===== config.mk =====
export PLATFORM = sky130hd
export DESIGN_NAME = chi_slice_stage_flat
export DESIGN_NICKNAME = d
export VERILOG_FILES = /design/src/rtl/chi_slice_stage_if.sv /design/src/rtl/chi_slice_stage.sv /design/src/flat_wrapper.sv
export SDC_FILE = /design/constraint.sdc
export NUM_CORES = 1
export LEC_CHECK = 0
export ABC_CLOCK_PERIOD_IN_PS = 2400
export CAP_MARGIN = 10
export CORE_UTILIZATION = 30
export DETAILED_ROUTE_END_ITERATION = 7
export GPL_TIMING_DRIVEN = 1
export PLACE_DENSITY_LB_ADDON = 0.3
export SLEW_MARGIN = 20
export SYNTH_ARGS = -nofsm -noshare
export SYNTH_HDL_FRONTEND = slang
export SYNTH_SLANG_ARGS = --single-unit
export TNS_END_PERCENT = 5

===== constraint.sdc =====
create_clock -name clk -period 2.4 [get_ports clk]
set_input_delay 0.36 -clock clk [delete_from_list [all_inputs] [get_ports clk]]
set_output_delay 0.36 -clock clk [all_outputs]
set_load 0.005 [all_outputs]

===== src/rtl/chi_slice_stage_if.sv =====
// Bus between the chi slice stage, the upstream slice store and the downstream slice buffer.
// The stage itself uses the slave modport; the surrounding controller/memories use master.
interface chi_slice_stage_if #(
  parameter int unsigned ADDR_W = 6
) ();
  logic              start;
  logic              ready;
  logic              rd_en;
  logic [ADDR_W-1:0] rd_addr;
  logic [24:0]       rd_data;
  logic              wr_en;
  logic [ADDR_W-1:0] wr_addr;
  logic [24:0]       wr_data;
  logic              done;

  modport slave (
    input  start,
    input  rd_data,
    output ready,
    output rd_en,
    output rd_addr,
    output wr_en,
    output wr_addr,
    output wr_data,
    output done
  );

  modport master (
    output start,
    output rd_data,
    input  ready,
    input  rd_en,
    input  rd_addr,
    input  wr_en,
    input  wr_addr,
    input  wr_data,
    input  done
  );
endinterface


===== src/rtl/chi_slice_stage.sv =====
// Slice-serial Keccak-f chi step: reads one 25-bit slice per cycle, applies chi row-wise,
// and writes the result two cycles later into the buffer consumed by the iota stage.
module chi_slice_stage #(
  parameter int unsigned SLICES = 64,
  parameter int unsigned ADDR_W = 6
) (
  input logic               clk,
  input logic               rst,
  chi_slice_stage_if.slave  bus_io
);

  typedef enum logic [2:0] {
    StIdle,
    StInit,
    StRun,
    StFlush1,
    StFlush2,
    StDone
  } state_e;

  state_e state_q, state_d;

  logic [ADDR_W-1:0] cnt_q, cnt_d;
  logic              v1_q, v1_d;
  logic [ADDR_W-1:0] a1_q, a1_d;
  logic              wr_en_q, wr_en_d;
  logic [ADDR_W-1:0] wr_addr_q, wr_addr_d;
  logic [24:0]       wr_data_q, wr_data_d;

  logic ready;
  logic rd_en;
  logic done;
  logic last_slice;

  // Bit 5*y+x of a slice is lane (x,y); chi mixes only within each 5-bit row.
  function automatic logic [24:0] chi(input logic [24:0] a);
    logic [24:0] r;
    r = '0;
    for (int y = 0; y < 5; y++) begin
      for (int x = 0; x < 5; x++) begin
        r[5*y+x] = a[5*y+x] ^ (~a[5*y+((x+1)%5)] & a[5*y+((x+2)%5)]);
      end
    end
    return r;
  endfunction

  assign last_slice = (cnt_q == ADDR_W'(SLICES - 1));

  // State register
  always_ff @(posedge clk or posedge rst) begin
    if (rst) begin
      state_q <= StIdle;
    end else begin
      state_q <= state_d;
    end
  end

  // Next-state logic
  always_comb begin
    state_d = state_q;
    unique case (state_q)
      StIdle:   if (bus_io.start) state_d = StInit;
      StInit:   state_d = StRun;
      StRun:    if (last_slice) state_d = StFlush1;
      StFlush1: state_d = StFlush2;
      StFlush2: state_d = StDone;
      StDone:   state_d = StIdle;
      default:  state_d = StIdle;
    endcase
  end

  // FSM outputs
  always_comb begin
    ready = 1'b0;
    rd_en = 1'b0;
    done  = 1'b0;
    unique case (state_q)
      StIdle:  ready = 1'b1;
      StRun:   rd_en = 1'b1;
      StDone:  done  = 1'b1;
      default: ;
    endcase
  end

  // Slice counter and read/compute/write pipeline next-state
  always_comb begin
    cnt_d     = cnt_q;
    v1_d      = rd_en;
    a1_d      = cnt_q;
    wr_en_d   = v1_q;
    wr_addr_d = wr_addr_q;
    wr_data_d = wr_data_q;

    if (state_q == StInit) begin
      cnt_d   = '0;
      v1_d    = 1'b0;
      wr_en_d = 1'b0;
    end else if (state_q == StRun) begin
      cnt_d = cnt_q + ADDR_W'(1);
    end

    // Write-side registers hold while idle; consumers qualify with wr_en.
    if (v1_q) begin
      wr_addr_d = a1_q;
      wr_data_d = chi(bus_io.rd_data);
    end
  end

  always_ff @(posedge clk or posedge rst) begin
    if (rst) begin
      cnt_q     <= '0;
      v1_q      <= 1'b0;
      a1_q      <= '0;
      wr_en_q   <= 1'b0;
      wr_addr_q <= '0;
      wr_data_q <= '0;
    end else begin
      cnt_q     <= cnt_d;
      v1_q      <= v1_d;
      a1_q      <= a1_d;
      wr_en_q   <= wr_en_d;
      wr_addr_q <= wr_addr_d;
      wr_data_q <= wr_data_d;
    end
  end

  assign bus_io.ready   = ready;
  assign bus_io.rd_en   = rd_en;
  assign bus_io.rd_addr = cnt_q;
  assign bus_io.done    = done;
  assign bus_io.wr_en   = wr_en_q;
  assign bus_io.wr_addr = wr_addr_q;
  assign bus_io.wr_data = wr_data_q;

endmodule


===== src/flat_wrapper.sv =====
// flat-port wrapper written by rule: the top's interface ports become plain ports
module chi_slice_stage_flat 
#(
  parameter int unsigned SLICES = 64,
  parameter int unsigned ADDR_W = 6
)
  (clk, rst, bus_io_start, bus_io_rd_data, bus_io_ready, bus_io_rd_en, bus_io_rd_addr, bus_io_wr_en, bus_io_wr_addr, bus_io_wr_data, bus_io_done);
  chi_slice_stage_if #(.ADDR_W(ADDR_W)) bus_io_i ();
  input logic clk;
  input logic rst;
  input wire logic [$bits(bus_io_i.start)-1:0] bus_io_start;
  input wire logic [$bits(bus_io_i.rd_data)-1:0] bus_io_rd_data;
  output wire logic [$bits(bus_io_i.ready)-1:0] bus_io_ready;
  output wire logic [$bits(bus_io_i.rd_en)-1:0] bus_io_rd_en;
  output wire logic [$bits(bus_io_i.rd_addr)-1:0] bus_io_rd_addr;
  output wire logic [$bits(bus_io_i.wr_en)-1:0] bus_io_wr_en;
  output wire logic [$bits(bus_io_i.wr_addr)-1:0] bus_io_wr_addr;
  output wire logic [$bits(bus_io_i.wr_data)-1:0] bus_io_wr_data;
  output wire logic [$bits(bus_io_i.done)-1:0] bus_io_done;
  assign bus_io_i.start = bus_io_start;
  assign bus_io_i.rd_data = bus_io_rd_data;
  assign bus_io_ready = bus_io_i.ready;
  assign bus_io_rd_en = bus_io_i.rd_en;
  assign bus_io_rd_addr = bus_io_i.rd_addr;
  assign bus_io_wr_en = bus_io_i.wr_en;
  assign bus_io_wr_addr = bus_io_i.wr_addr;
  assign bus_io_wr_data = bus_io_i.wr_data;
  assign bus_io_done = bus_io_i.done;
  chi_slice_stage #(.SLICES(SLICES), .ADDR_W(ADDR_W)) u_core (.clk(clk), .rst(rst), .bus_io(bus_io_i));
endmodule

==> run_1/met3.png <==
The bar under the picture is 20 µm long. Cells faint in the background.
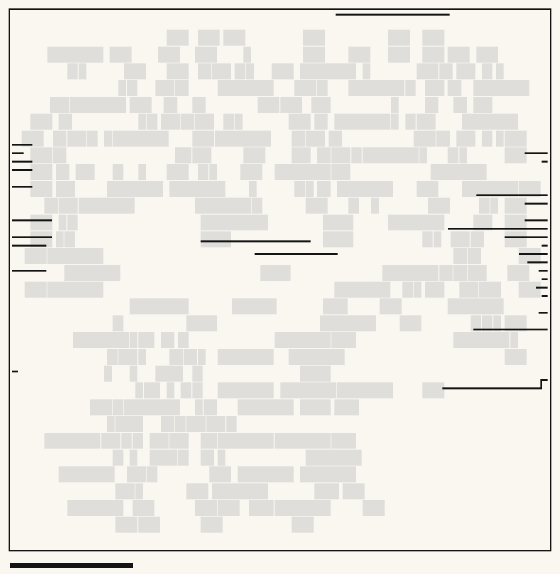
- main direction: horizontal
- longest straight run: 18.2 µm
- wire length on this layer: 174 µm
- share of all routed wire: 4.0%
- nets with wire on the layer: 29
Detailed Route WL: 4.41 mm
via count: 1,654
met3 usage: 0.0313

==> run_1/gate_families.png <==
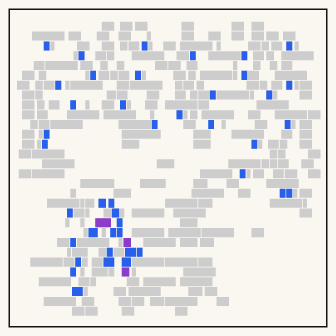
- purple: AND and OR gates (cells 3)
- blue: inverting AOI/OAI gates (cells 42; where widely spread)
number of standard cells in the final layout excluding fillers: 375
multi-input gate share of total cell area: 0.298
most frequent standard cell in the layout excluding fill and tap cells: clkdlybuf4s50_1

==> run_1/met2.png <==
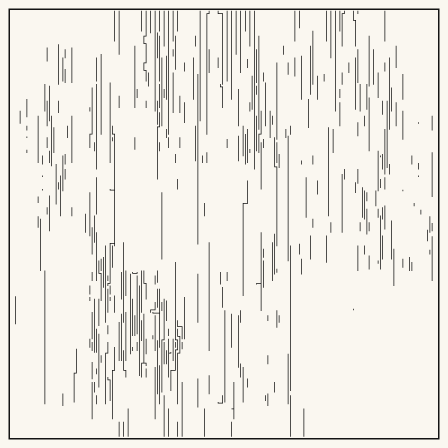
- share of all routed wire: 51%
- wire length on this layer: 2,240 µm
- nets with wire on the layer: 243
- longest straight run: 34.7 µm
- main direction: vertical
GR Util met2: 0.206

==> results.txt, run 1 <==
From the run reports.

- The run finished with clean final reports.
- The number of endpoints failing setup at the final stage is 0.
- The final worst-path cycle share is 0.874.
- The most popular library cell in the synthesized design by count reads dfrtp_1.
- After its last routability iteration, the placer logged a weighted congestion of a little over 0.7.
- The count of instantiated cells in the yosys netlist reads roughly 210.
- The global-route wire length before repair is about 7.2 mm.
- The register-to-register path setup slack is 0.96 ns.
- The vertical die size reads 87.5 µm.
- The worst path arrival time reads 1.74 ns.
- The remaining number of nets flagged by the antenna check after routing reads 0.
- Of all cell types, the one taking the most synthesized area is dfrtp_1.
- After routing, the total negative slack on setup checks comes to 0 ns.
- The TritonCTS buffer count reads 5.
- Looking at the max-slew report, the worst-margin pin has a slew of roughly 0.73 ns.
- The clock sink count is ~48.
- Gates resized during post-CTS repair numbered 0.
- The worst setup path is captured at an output pin.
- In this run the number of H-tree levels came out at 2.
- The count of antenna diodes in the layout is 0.
- The synthesized netlist handed to floorplanning was reported with a cell count of about 210.
- In this run the full chip footprint comes out at ~7600 µm².
- In this run the count of I/O pins placed on the die edge is roughly 69.
- The overall routing resource usage reads 0.121.
- Summing all non-filler instances in the final layout gives an area of around 3100 µm².
- The detailed placement HPWL is between 3 and 4 mm.
- The slowest cell on the critical path reads dfrtp_1.
- The total number of placement rows reads 30.
- The commonest cells after synthesis are dfrtp_1, a21oi_1, nor2_1.
- The worst reg-to-reg path cell count is 3.
- The fraction of final layout cells with drive strength greater than 1 is 0.0717.
- The number of antenna violations at the first check in global routing reads 0.
- The via count of the first global-routing pass reads around 1.6k.
- The synthesis report gives the async set-or-reset register share as 1.00.
- The worst slew slack as a fraction of its limit reads 0.513.
- The worst voltage drop across the vdd grid reads between 0.2 and 0.25 mV.
- The post-synthesis average cell area is roughly 10 µm².
- The total area inside the core boundary comes to between 6000 and 7000 µm².
- When the netlist entered floorplanning its net count stood at about 240.
- Setup repair after global routing left no endpoint under its margin.
- The number of buffers inserted for hold repair after clock tree synthesis reads 0.
- The critical path data required time is 2.04 ns.
- The biggest fanout along the worst timing path reads 13.
- The footprint of the flip-flops and latches reads 1200 µm².
- Per the detail_route report, vias per standard cell equal roughly 4.4.
- The pin count of the biggest net entering global routing is 43.
- No sink is reached through more buffers than the 2 on the longest clock path.
- The met1 usage is 0.150.
- The reg-to-reg critical path startpoint is u_core.v1_q.
- The first-pass detailed-route iteration total is 4.
- The number of inserted filler cells in the final layout reads around 670.
- The clock transition time at the flip-flop clock pins of the worst setup and hold paths reads 0.09 ns.
- STA lists the endpoint of the worst register-to-register path as u_core.bus_io.wr_data[6].
- In the post-synthesis netlist, the biggest area contributors are dfrtp_1, xnor2_1, nor2b_1.
- TritonCTS built the clock tree.
- The number of logged tool warnings reads 26.
- The sequential share of the synthesized area is 0.548.
- The number of synthesized flops with an enable pin reads 0.
- The final setup slack of the worst path reads between 0.3 and 0.4 ns.
- The final max-slew violation count recorded for this run is 0.
- The clock tree root driver cell is clkbuf_8.
- For reference, the final report shows the hold violation count at 0.
- Yosys mapped the design onto 30 distinct sky130hd cell types.
- The count of warnings emitted by yosys reads 0.
- The timing-limited maximum frequency reads around 480 MHz.
- STA classifies the critical path startpoint as a register.
- The worst setup path is of the reg -> out kind.
- The class of the tightest hold or removal check is in -> async.
- The clock period minus worst slack reads 2.10 ns.
- The floorplan utilization is 0.317.
- The synthesis stat section lists a flop and latch total of 48.
- The cell sequence reported for the critical path is nor3b_2 > clkdlybuf4s50_1.
- The insertion delay of the later-clocked pin in the worst-skew pair is roughly 0.29 ns.
- Total power normalized to cell area comes to approximately 560 nW/µm².
- Among all flip-flop cells after synthesis, the most frequent one is dfrtp_1.
- The count of input and output buffers reads 68.
- OpenSTA, run right after detailed placement, puts the worst setup slack at around 0.62 ns.
- The peak per-stage delay on the critical path reads around 0.58 ns.
- The combinational gate area reads 926 µm².
- The max capacitance violation total is 0.
- For this run, design rule violations remaining after detail routing come to 0.
- The leakage power figure is roughly 1.2 nW.
- Global routing put the most usage on met2.
- The worst-case clock skew reads roughly 0.0071 ns.
- Once the clock tree was built, the setup fixing pass inserted 0 buffers.
- The layout overhead on the synthesized area is 41.7%.
- Before any placement, the netlist area is recorded as 2190 µm².
- The die span in x reads approximately 90 µm.
- The remaining global-route overflow is 0.
- After the first detailed-routing iteration, the DRC count stood at roughly 54.
- The number of nets in the layout reads roughly 300.
- The area fraction of the dominant cell type after synthesis reads 0.548.
- The area of placed instances reads 2980 µm².
- The post-synthesis chip area from yosys is between 2000 and 2500 µm².
- Per the detail_route report, routed wire per instance is 11.7 µm.
-- run 1: worst max-delay path by stage --
| stage | cells after the start | start | end | slack, ns |
|---|---|---|---|---|
| after floorplan | 1 | rst | u_core.a1_q[0] | 0.90 |
| after global placement | 2 | u_core.state_q[1] | bus_io_rd_en | 0.63 |
| after detailed placement | 2 | u_core.state_q[1] | bus_io_rd_en | 0.62 |
| after CTS | 2 | u_core.state_q[1] | bus_io_rd_en | 0.27 |
| after global routing | 2 | u_core.state_q[1] | bus_io_rd_en | 0.18 |
| final | 2 | u_core.state_q[1] | bus_io_rd_en | 0.30 |
-- run 1: final cells by class --
type / instances / share of cell area
repair buffers: 70 / 0.228
clock inverters: 1 / 0.00967
clock buffers: 7 / 0.0310
well taps: 96 / 0.0387
multi-input cells: 147 / 0.298
inverters: 6 / 0.00725
flip-flops and latches: 48 / 0.387
-- run 1: metal layers --
metal	share of wire	up-vias	wire length [µm]
met2	0.51	31	2240
met1	0.44	778	1950
met5	0	-	0
li1	-	843	-
met4	0.0086	0	38
met3	0.039	2	174
-- run 1: registers in the layout (all words and copies together) (netlist names) --
| signal | count |
|---|---|
| u_core.bus_io.wr_en | 1 |
| u_core.bus_io.wr_data | 25 |
| u_core.a1_q | 6 |
| u_core.state_q | 3 |
| u_core.bus_io.rd_addr | 6 |
| u_core.bus_io.wr_addr | 6 |
| u_core.v1_q | 1 |
-- run 1: cells by family (layout without fill, tap and decap cells) --
logic type                 after synthesis  count (layout)  share of synthesized area
muxes                                    6               6                     0.0308
DFF                                     48              48                      0.548
and+or+nand+nor                         70              70                      0.170
xor gates and xnor gates                27              27                      0.108
adders and majority gates                1               1                    0.00571
buffers and inverters                   15              84                     0.0291
AOI/OAI and AO/OA                       43              43                      0.109
-- run 1: worst max-delay path: cells and delay by family (launching register included) --
| family | cells | cell delay [ns] |
|---|---|---|
| DFF | 1 | 0.58 |
| buffers and inverters | 1 | 0.55 |
| and+or+nand+nor | 1 | 0.32 |
-- run 1: per-stage QoR --
stage | std cells | hold slack (ns) | util | total power [mW]
floorplan | 210 | 0.450 | - | 0.982
global placement | 367 | 0.457 | 0.431 | 1.14
detailed placement | 367 | 0.463 | 0.431 | 1.15
CTS | 375 | 0.404 | 0.450 | 1.78
global route | 375 | 0.418 | 0.450 | 1.84
finish | 375 | 0.393 | 0.450 | 1.74
-- run 1: cells in the final DEF, fill, tap and decap left out, types with 2 or more instances in the layout --
cell	Yosys	final
nor2_1	29	29
clkdlybuf4s50_1	0	68
a21oi_1	29	29
nand2_1	3	3
xnor2_1	27	27
inv_1	5	4
o22ai_1	2	2
nor2b_1	25	25
inv_2	1	2
nand3_1	3	3
clkbuf_8	0	7
o21ai_0	3	3
nand2b_1	2	2
dfrtp_1	48	47
mux2_2	6	6
o21ai_1	3	3
nand4b_1	2	2
-- run 1: power by group --
part	switching (mW)	internal (mW)	total [mW]
Sequential	0.0219	0.851	0.873
Clock	0.249	0.368	0.617
Combinational	0.0875	0.166	0.253
==> run_1/met1.png <==
The bar under the picture is 20 µm long. Supply wires on this layer in grey.
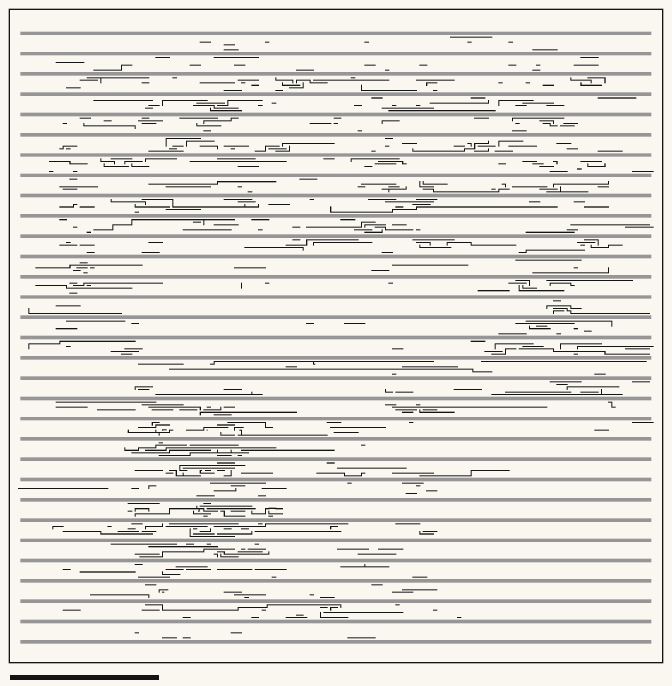

==> run 2, diff against run 1 <==
CORE_ASPECT_RATIO = 0.75   (was default)
CORE_MARGIN = 1   (was default)
==> run_2/met1.png <==
The bar under the picture is 20 µm long. Supply wires on this layer in grey.
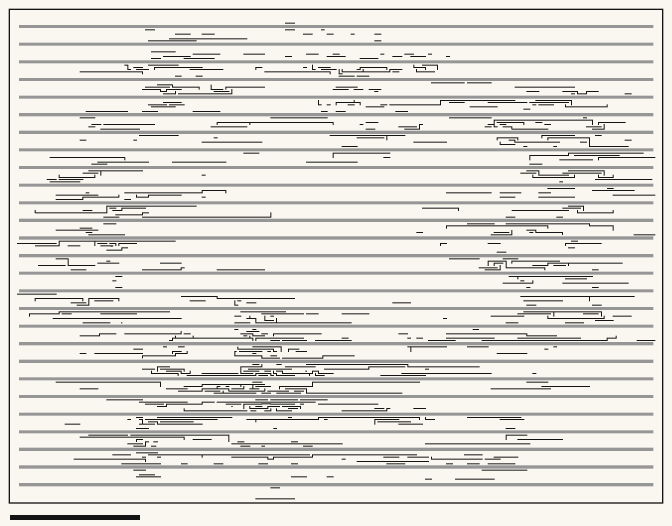
- share of all routed wire: 51%
- main direction: horizontal
- nets with wire on the layer: 265
Detailed Route WL: 4.41 mm
met1 demand-to-capacity share in global routing: 0.170
via count: 1,647

==> run 2 against run 1 <==
Core utilization fell by 0.60 points. Power fell by 8.0%. Design area fell by 1.0%. Flip-flop count did not move. Count of clock-buffer cells in the layout fell by 2. Worst hold slack improved by 0.015 ns. Combinational power barely moved. Register-to-register slack improved by 0.04 ns. Synthesized cell count did not move. Largest cell class unchanged.
==> results.txt, run 2 <==
From the run reports.

- The report lists the number of cells resized after CTS as 0.
- The floorplan utilization reads 0.316.
- Summed over all layers, the global routing overflow is 0.
- The finished cells cover a little over 3000 µm².
- For this run, the top clock speed supported by timing is 478 MHz.
- The number of placed instances with taps included reads roughly 370.
- The flow ran to the end, and the final reports show no timing, DRC or antenna violations.
- The worst path arrival time reads ~1.7 ns.
- The flip-flop count of the largest register, all copies and words added reads 25.
- The pin count of the biggest net entering global routing is a little under 50.
- The placer congestion estimate is about 0.83.
- The insertion delay of the later-clocked pin in the worst-skew pair is roughly 0.3 ns.
- The main area contributors are dfrtp_1, xnor2_1, nor2b_1.
- The number of synthesized flops with an enable pin reads 0.
- The number of buffers inserted for hold repair after clock tree synthesis reads 0.
- The start-to-end type of the worst setup path reads reg -> out.
- The end-of-flow timing check tallies setup violations at 0.
- TritonCTS built the clock tree.
- The post-synthesis average cell area is 10.4 µm².
- At the pin with the least slew margin, the transition time is between 0.5 and 0.6 ns.
- The Yosys step of the flow raised 0 warnings.
- The number of storage elements in the synthesis netlist reads ~48.
- The final worst-path cycle share reads 0.872.
- The clock period minus worst slack reads ~2.1 ns.
- The clock passes through at most 2 buffers.
- The count of instantiated cells in the yosys netlist reads 210.
- The power per cell area reads 522 nW/µm².
- The combinational gate area is between 900 and 1000 µm².
- The most common cell after layout, fill and taps aside reads clkdlybuf4s50_1.
- The layout overhead on the synthesized area reads 40.3%.
- TritonRoute reported its final design rule violation total as 0.
- Once detail routing completed, the nets flagged for antenna violations numbered 0.
- In the global route stage, met3 resource usage came out at 0.0330.
- The max capacitance violation total reads 0.
- The worst slew slack as a fraction of its limit is 0.660.
- The worst voltage drop across the vdd grid is approximately 0.21 mV.
- The vertical die size is roughly 76 µm.
- The clock tree root driver cell is clkbuf_8.
- STA classifies the critical path endpoint as an output pin.
- The final-layout setup total negative slack is 0 ns.
- The number of nets in the layout is 307.
- By instance count after routing, the leading logic cell types are clkdlybuf4s50_1, dfrtp_1, nor2_1, a21oi_1, xnor2_1.
- The stage logs contain a warning count of 26.
- The area of the die reads 7650 µm².
- The overall routing resource usage reads 0.121.
- The detailed placement HPWL is approximately 3.1 mm.
- The count of input and output buffers reads 68.
- The biggest fanout along the worst timing path reads 13.
- Per the synth stats, the proportion of register bits with asynchronous set or reset is 1.00.
- The final hold violation count recorded for this run is 0.
- For this run, the script counts the antenna cells in the layout as 0.
- The number of H-tree branching levels reads 2.
- In this run the core area contains 26 standard-cell rows.
- Setup repair after global routing left no endpoint under its margin.
- According to the I/O placement log, the pin count is between 60 and 70.
- The horizontal die dimension reported for this design is 101 µm.
- The violation tally from detailed-route iteration zero is 28.
- The pre-CTS worst setup slack reads between 0.6 and 0.7 ns.
- The global-route wire length before repair is around 7.4 mm.
- The share of the Yosys chip area taken by registers is 0.548.
- The number of antenna violations at the first check in global routing came to 0.
- The wire length per cell is ~12 µm.
- The final instance count without filler cells reads 377.
- The share of the core filled with cells is 0.444.
- The final max-slew violation count reads 0.
- The area fraction of the dominant cell type after synthesis is 0.548.
- The met2 capacity usage during global routing reads 0.182.
- The number of library cell types mapped by synthesis reads 30.
- The cell type contributing the most total cell area after synthesis reads dfrtp_1.
- The first-pass detailed-route iteration total is 4.
- The worst hold path belongs to the class in -> async.
==> run_2/final_clocks.png <==
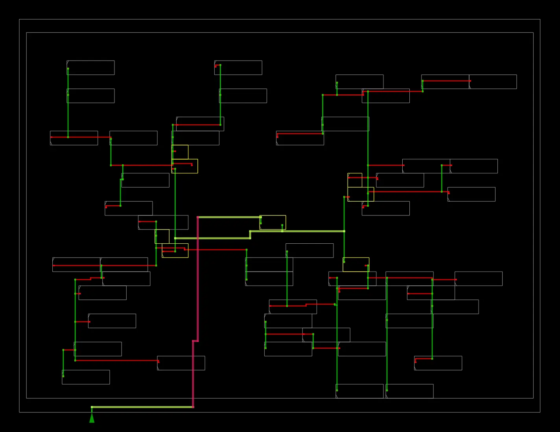
clock sink count: 48
sequential cells: 48
Num CTS Buffers: 5
maximum clock skew at final layout: 0.00807 ns

## run 2: cell types whose count changed in the layout (fill, tap and decap cells not counted)
| cell | change |
|---|---|
| bufinv_16 | -1 |
| clkinv_4 | +1 |
| clkbuf_8 | -2 |
| clkinvlp_4 | +2 |
## run 2: logic make-up after synthesis
kind of cell             after synthesis  share of synthesized area
adder cells (fa/ha/maj)                1                    0.00571
XOR/XNOR                              27                      0.108
multiplexers                           6                     0.0308
buffers and inverters                 15                     0.0291
AND-OR/OR-AND                         43                      0.109
AND/OR/NAND/NOR                       70                      0.170
flip-flops                            48                      0.548
## run 2: worst max-delay path, stage by stage (launching register included)
cell	delay [ns]
dfrtp_1	0.56
nor3b_2	0.33
clkdlybuf4s50_1	0.55
## run 2: area by class of cell
class | instances | area share
inverter | 6 | 0.00733
tap | 98 | 0.0399
sequential | 48 | 0.391
timing repair buffer | 70 | 0.230
multi-input combinational | 147 | 0.301
clock inverter | 3 | 0.00773
clock buffer | 5 | 0.0224
## run 2: per-stage QoR
step	power, mW	hold WS [ns]
final	1.60	0.408
after global routing	1.70	0.424
after CTS	1.64	0.408
after detailed placement	1.15	0.463
after global placement	1.15	0.456
after floorplan	0.982	0.450
## run 2: power breakdown
part / total [mW] / switching, mW / internal, mW
logic: 0.251 / 0.0857 / 0.166
clock network: 0.478 / 0.272 / 0.207
registers: 0.874 / 0.0232 / 0.851
total: 1.60 / 0.381 / 1.22
## run 2: worst paths after layout
check                                  start                        to  slack (ns)
hold reg to reg               u_core.a1_q[3]  u_core.bus_io.wr_addr[3]        0.49
max in group asynchronous                rst               u_core.v1_q        1.76
hold / removal                           rst            u_core.a1_q[2]        0.41
setup reg to reg           u_core.state_q[0]  u_core.bus_io.rd_addr[5]        1.00
min in group clk              u_core.a1_q[3]  u_core.bus_io.wr_addr[3]        0.49
setup / recovery           u_core.state_q[1]              bus_io_rd_en        0.31
## run 2: layer usage
| metal | up-vias | share of wire |
|---|---|---|
| li1 | 834 | - |
| met1 | 764 | 0.51 |
| met2 | 47 | 0.41 |
| met3 | 2 | 0.065 |
| met4 | 0 | 0.0084 |
| met5 | - | 0 |
==> run_2/met3.png <==
The bar under the picture is 20 µm long. Cells faint in the background.
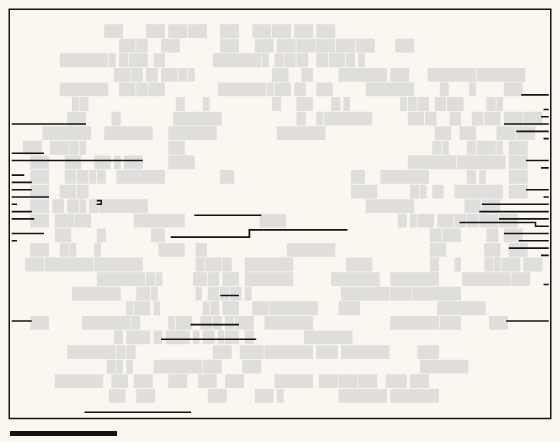

==> run 3, diff against run 2 <==
CELL_PAD_IN_SITES_DETAIL_PLACEMENT = 2   (was default)
CELL_PAD_IN_SITES_GLOBAL_PLACEMENT = 2   (was default)
CTS_BUF_LIST = sky130_fd_sc_hd__clkbuf_16   (was default)
==> run_3/met3.png <==
The bar under the picture is 20 µm long. Cells faint in the background.
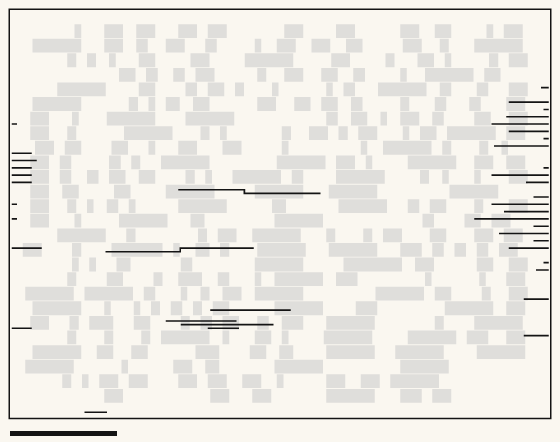
met3 usage: 0.0257
via count: 1,746

==> run_3/met2.png <==
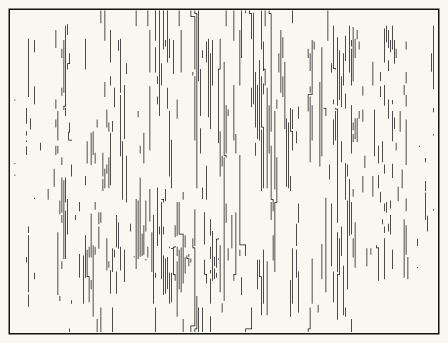
- share of all routed wire: 47%
- longest straight run: 41.0 µm

==> run 3 against run 2 <==
Worst setup slack worse by 0.020 ns. Cell count is 0.27% higher. Critical endpoint unchanged. Global-route usage is 3.4 points higher. Die size stayed put. Combinational power is 3% higher. Register-to-register slack worse by 0.07 ns. Core utilization is 1.1 points higher. Sequential share of layout area is 0.92 points lower. Flip-flop count stayed put. Critical path depth stayed put. Critical path type unchanged.
==> results.txt, run 3 <==
From the run reports.

- The tree is rooted in a clkbuf_16.
- The highest clock rate this design can be run at is 473 MHz.
- Summed over all layers, the routed wires come to approximately 5.7 mm.
- The power dissipated by switching net loads reads roughly 0.43 mW.
- The switching share of total power reads 0.220.
- The simple-gate share of the synthesized area is 0.170.
- The final-report hold violation count is 0.
- The peak per-stage delay on the critical path reads 0.58 ns.
- The post-synthesis chip area from yosys reads between 2000 and 2500 µm².
- After technology mapping, the gate count stands at approximately 210.
- In the routed design, unresolved DRC markers number 0.
- For this run, the leading register cell type out of synthesis is dfrtp_1.
- The area share of xor/xnor cells in the synthesized design reads 0.108.
- The floorplan has 26 rows.
- The number of antenna violations at the first check in global routing is 0.
- The global routing report lists combined usage of all routing layers as 0.155.
- The clock period could shrink to approximately 2.1 ns.
- The post-synthesis net count is ~240.
- The library cells used most frequently in the layout, excluding fill and tap cells, are clkdlybuf4s50_1, dfrtp_1, nor2_1, a21oi_1, xnor2_1.
- The netlist uses 30 different library cells.
- The maximum root-to-sink buffer count reads 2.
- The critical path data required time reads about 2 ns.
- The flow ran to the end, and the final reports show no timing, DRC or antenna violations.
- The area of the core region is approximately 7000 µm².
- The complex-gate fraction of the synthesized area is 0.109.
- The number of logged tool warnings reads 26.
- The arithmetic-cell share of the synthesized area counting full adders, half adders and majority gates reads 0.00571.
- The number of endpoints failing setup at the final stage is 0.
- The number of synthesized flops with an enable pin is 0.
- The wire length per cell reads between 15 and 20 µm.
- The number of cells reported by Yosys stat comes to approximately 210.
- The cell sequence reported for the critical path is nor3b_2 > clkdlybuf4s50_1.
- The element type at the critical path start is a register.
- For this run, the detailed router's first-pass iteration total came to 4.
- The pin count of the biggest net entering global routing reads 41.
- The sequential share of the synthesized area is 0.548.
- The fraction of final layout cells with drive strength greater than 1 is 0.0750.
- The boundary pin count reads roughly 70.
- Among logic cells in the layout, the one with the most instances is clkdlybuf4s50_1.
- The async set-reset flop share out of synthesis reads 1.00.
- The via count of the first global-routing pass reads 1,827.
- Clock tree synthesis found a total of between 40 and 50 sinks.
- The portion of total power attributed to combinational logic reads 0.134.
- The vertical die size reads ~76 µm.
- The combinational gate area is between 900 and 1000 µm².
- The endpoint class of the critical path reads an output pin.
- The biggest fanout along the worst timing path reads 13.
- The pre-CTS worst setup slack is a little under 0.6 ns.
- Among all stages on the critical path, the largest delay is contributed by dfrtp_1.
- According to the finish report, the design has a final net count of 308.
- The synthesis stats list as the most numerous cell dfrtp_1.
- The clock tree from TritonCTS is done.
- The actual transition at the worst max-transition pin is 0.484 ns.
- The register with the most flip-flops in the layout has 25 of them.
- The detailed placement HPWL is 4.13 mm.
- The final instance count without filler cells reads between 300 and 400.
- After synthesis, the cell types taking the most area are dfrtp_1, xnor2_1, nor2b_1.
- The mux cell area share after synthesis reads 0.0308.
- The count of warnings emitted by yosys reads 0.
- The number of buffers inserted for hold repair after clock tree synthesis reads 0.
- The power after layout reads slightly below 2 mW.
- The floorplan utilization is 0.316.
- The worst voltage drop across the vdd grid reads about 0.26 mV.
- The TritonCTS buffer count is 5.
- The remaining global-route overflow reads 0.
- Cell internal power was estimated by the tool at ~1.5 mW.
- The final setup slack of the worst path reads 0.286 ns.
- The area of all placed cells without fillers reads 3150 µm².
- Of the post-synthesis cell area, the dominant cell type holds 0.548.
- The footprint of the flip-flops and latches reads approximately 1200 µm².
- The violation tally from detailed-route iteration zero reads 28.
- The cell type contributing the most total cell area after synthesis reads dfrtp_1.
- The insertion delay of the later-clocked pin in the worst-skew pair reads about 0.28 ns.
- Setup repair after global routing left no endpoint under its margin.
- In this run the cell area of the synthesized design comes to 2190 µm².
- Synthesis inferred 48 register bits.
- The area of placed instances reads about 3000 µm².
- The total of cells resized after clock tree synthesis reads 0.
- The power per cell area reads slightly above 600 nW/µm².
- The share of power burned in the clock network is 0.414.
- The final worst-path cycle share reads 0.881.
- The share of total power in sequential cells is 0.452.
- The count of antenna diodes in the layout reads 0.
- The script extracted a total leakage power of around 1.2 nW.
- Port buffering added approximately 68 buffers.
- Routability-driven placement finished with a final weighted congestion of roughly 0.75.
- The worst path arrival time reads about 1.8 ns.
-- run 3: final timing paths --
path	startpoint	endpoint	slack (ns)	cells after the start
min in group clk	u_core.a1_q[1]	u_core.bus_io.wr_addr[1]	0.49	1
worst min-delay path	rst	u_core.bus_io.rd_addr[2]	0.40	2
worst min register to register	u_core.a1_q[1]	u_core.bus_io.wr_addr[1]	0.49	1
worst max register to register	u_core.state_q[0]	u_core.bus_io.rd_addr[5]	0.93	3
worst max-delay path	u_core.state_q[1]	bus_io_rd_en	0.29	2
max in group asynchronous	rst	u_core.a1_q[2]	1.41	3
-- run 3: through the flow --
stage	hold slack, ns	util
after global routing	0.446	0.454
after detailed placement	0.465	0.430
after CTS	0.409	0.454
final	0.397	0.454
after floorplan	0.450	-
after global placement	0.458	0.430
-- run 3: cell families after synthesis --
family | Yosys count
AND-OR/OR-AND | 43
XOR/XNOR | 27
adder cells (fa/ha/maj) | 1
buffers and inverters | 15
flip-flops | 48
multiplexers | 6
AND/OR/NAND/NOR | 70
-- run 3: power groups by stage --
stage | Sequential, mW | Clock, mW | Combinational, mW
global placement | 0.889 | 0 | 0.257
finish | 0.876 | 0.802 | 0.259
global route | 0.882 | 0.859 | 0.282
CTS | 0.877 | 0.832 | 0.265
floorplan | 0.893 | 0 | 0.0893
detailed placement | 0.891 | 0 | 0.262
-- run 3: final cells by class --
| class | count | area share |
|---|---|---|
| Clock inverter | 3 | 0.0147 |
| Inverter | 6 | 0.00715 |
| Clock buffer | 5 | 0.0397 |
| Sequential cell | 48 | 0.382 |
| Timing Repair Buffer | 71 | 0.223 |
| Multi-Input combinational cell | 147 | 0.294 |
| Tap cell | 98 | 0.0390 |
-- run 3: routing by layer --
layer  vias to the layer above  share of wire  global-route usage
met3                         2          0.046              0.0257
met5                         -              0                   0
met1                       863           0.47               0.212
li1                        833              -                   -
met4                         0         0.0051              0.0391
met2                        48           0.47               0.257
-- run 3: critical path: cells and delay by family (launching register included) --
| kind | cells | cell delay (ns) |
|---|---|---|
| flops | 1 | 0.58 |
| buf+inv | 1 | 0.55 |
| simple gates | 1 | 0.34 |
No activity file was given, so power comes from the tool's default toggle rates.
